Design float_to_double, sky130hd; sources not shown.
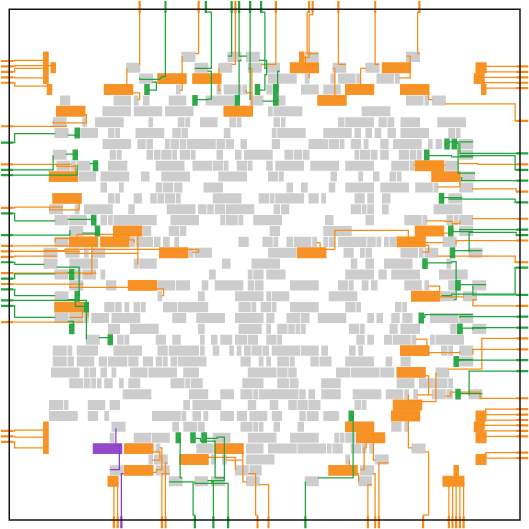
io_fan.png
(4 px per um)
| port | color | bits | direction | edge | end cells | buffers | wire |
|---|---|---|---|---|---|---|---|
| input_a | green | 32 | input | 12 right, 10 left, 6 top, 4 bottom | 32 | 32 | 776 um |
| output_z | orange | 64 | output | 23 right, 17 left, 15 bottom, 9 top | 64 | 35 | 1260 um |
| output_z_stb | purple | 1 | output | bottom | 1 | 1 | 25.4 um |
Buffers on Ports: 72
Top-Level Pins: 102

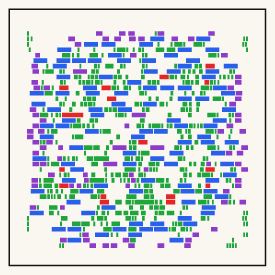
placement_by_type.png
(2 px per um)
| class | color | cells |
|---|---|---|
| sequential cells | blue | 106 |
| clock drivers and dummy loads | red | 16 |
| remaining buffers and delay cells | purple | 90 |
| combinational and other logic | green | 426 |
Final Util: 49.7%
row count: 40

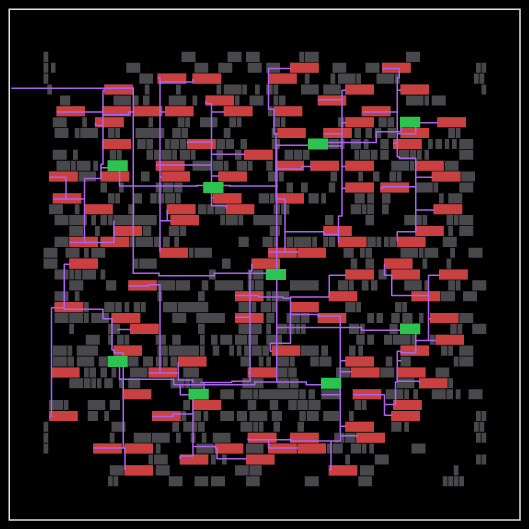
clk_routes.png
(4 px per um)
[clock wires] purple | length: 1330 um
[clock drivers] green | count: 9
[flip-flops] red | count: 106
routed clock nets: 10
Clk network pwr share: 20.8%
P_clk: 967 uW

==> metrics.cfg <==
[cts]
path_clk_slew_ns = 0.11
cts_inserted_buffers = 9
cts_sinks = 106
cts.htree.levels = 3
cts_root_buffer = clkbuf_8
hold_buffers = 0
post_cts_buffers = 0
clock_latency_ns = 0.39
cts_tree = yes
ctsResizeCount = 0

[die]
die_area_um2 = 16200
tap_cells = 168
die_h_um = 127
core_um2 = 12100
die_w_um = 127
fp_util_pct = 41.1

[worst_setup_path]
cp-start-kind = flop
crit_buf_inv = 1
crit_cells = 7
worstPathArrival_ns = 2.76
critPathCaptureType = flop
crit_type = reg -> reg
r2r_cells = 7
cp_cell_sequence = or4_4 -> nor4_4 -> o211ai_4 -> a21oi_4 -> buf_12 -> nor2_1 -> a311oi_1
required_ns = 3.10
crit_slowest_cell = a21oi_4
cp_slowest_stage_delay_ns = 0.57
critPathTopFamily = AND-OR/OR-AND gates
r2r_slack_ns = 0.35
crit_path_max_fanout = 27

[power_and_ir_drop]
p_comb_mw = 1.72
irDropWorstVdd_mv = 0.399
p_seq_mw = 1.96
p_switching_mw = 1.64
power_density_nw_per_um2 = 774
comb_power_share_pct = 37.0
swShare_pct = 35.3
finalPower_mw = 4.64
power_leader = sequential cells
p_seq_share_pct = 42.2
leakage_nw = 2.02

[sta]
setup_slack_ns = 0.348
slew_headroom_pct = 56.5
worst_pin_slew_ns = 0.651
holdWs_ns = 0.365
setup_viol = 0
hold_viol = 0
drv_slew = 0
fmax_mhz = 392
fin_setup_tns_ns = 0
rsz0062_at_grt = no
min_period_ns = 2.55
finalClockPeriodUsage_pct = 88.0

[drt]
drt-pass1-iter-count = 4
antenna_left = 0
routed-wl-met2_mm = 5.05
highest_layer = met4
wl_met3_um = 813
vias_per_cell = 4.89
initialDrtViolationCount = 266
routed_wl_mm = 11.9
wl_per_cell_um = 14.8
vias = 3943
drc_errors = 0

[synthesis]
synth_warnings = 0
ys_area_um2 = 4960
yosysTopAreaCellShare_pct = 42.8
top_cells_by_area = dfxtp_1 43%, a21oi_1 8.7%, a211oi_2 8.3%, nand2_1 5.6%, nor2_1 5.4%
yosysUniqueCellTypes = 40
ys.flops = 106
yosys.area_share.simple_pct = 18.6
ys_seq_share_pct = 42.8
ff_type = dfxtp_1
syn_area_per_cell_um2 = 8.62
yosys-top-cells-count = 106 x dfxtp_1, 86 x a21oi_1, 74 x nand2_1, 71 x nor2_1, 33 x a211oi_2
mux_share_pct = 2.42
synthAdderAreaFrac_pct = 1.26
edf_count = 0
ys_sh_xor_pct = 1.41
synthAoiAreaFrac_pct = 24.4
ys_async_sr_fraction_pct = 0
synthCells = 575
yosysCellCount = 575
syn_area_um2 = 4960

[cells_and_area]
clkbuf_count = 11
seq_cell_count = 106
largest_reg_flops = 35
inverters_excl_clock = 8
logic_area_um2 = 2500
buf_share_pct = 15.3
buffers = 90
final_cells = 806
seq_area_share_pct = 35.4
syn_to_final_growth_pct = 20.9
layout_top_cell = dfxtp_1
comb.multi_input.count = 418
drive_above_1_share_pct = 12.5
comb_share_pct = 41.7
num-nets-final = 674
clk_share_pct = 3.57
flop_area_um2 = 2120
fin_area_um2 = 5990
fillers = 1188

[place]
dpl_cell_area_um2 = 5780
routabilityCongestion = 0.771
dp_slack_ns = 0.333
dp_cells = 790
dp_hpwl_mm = 8.49

[global_routing]
grt_pass1_wl_mm = 19.4
track_usage_pct = 14.8
antenna_found_initial = 0
grt.busiest_layer = met2
grt_max_degree = 64
grt_use_met2_pct = 21.8
grt_overflow = 0
grt_use_met1_pct = 19.8
grt_pass1_vias = 3815
use_met3_pct = 5.82

[worst_hold_path]
hold-path-cell-count = 2
worst_hold_path_type = reg -> reg

[outcome]
outcome = complete, no violations

[job]
maxCapViolCount = 0
warnings = 28

No activity file was given, so power comes from the tool's default toggle rates.
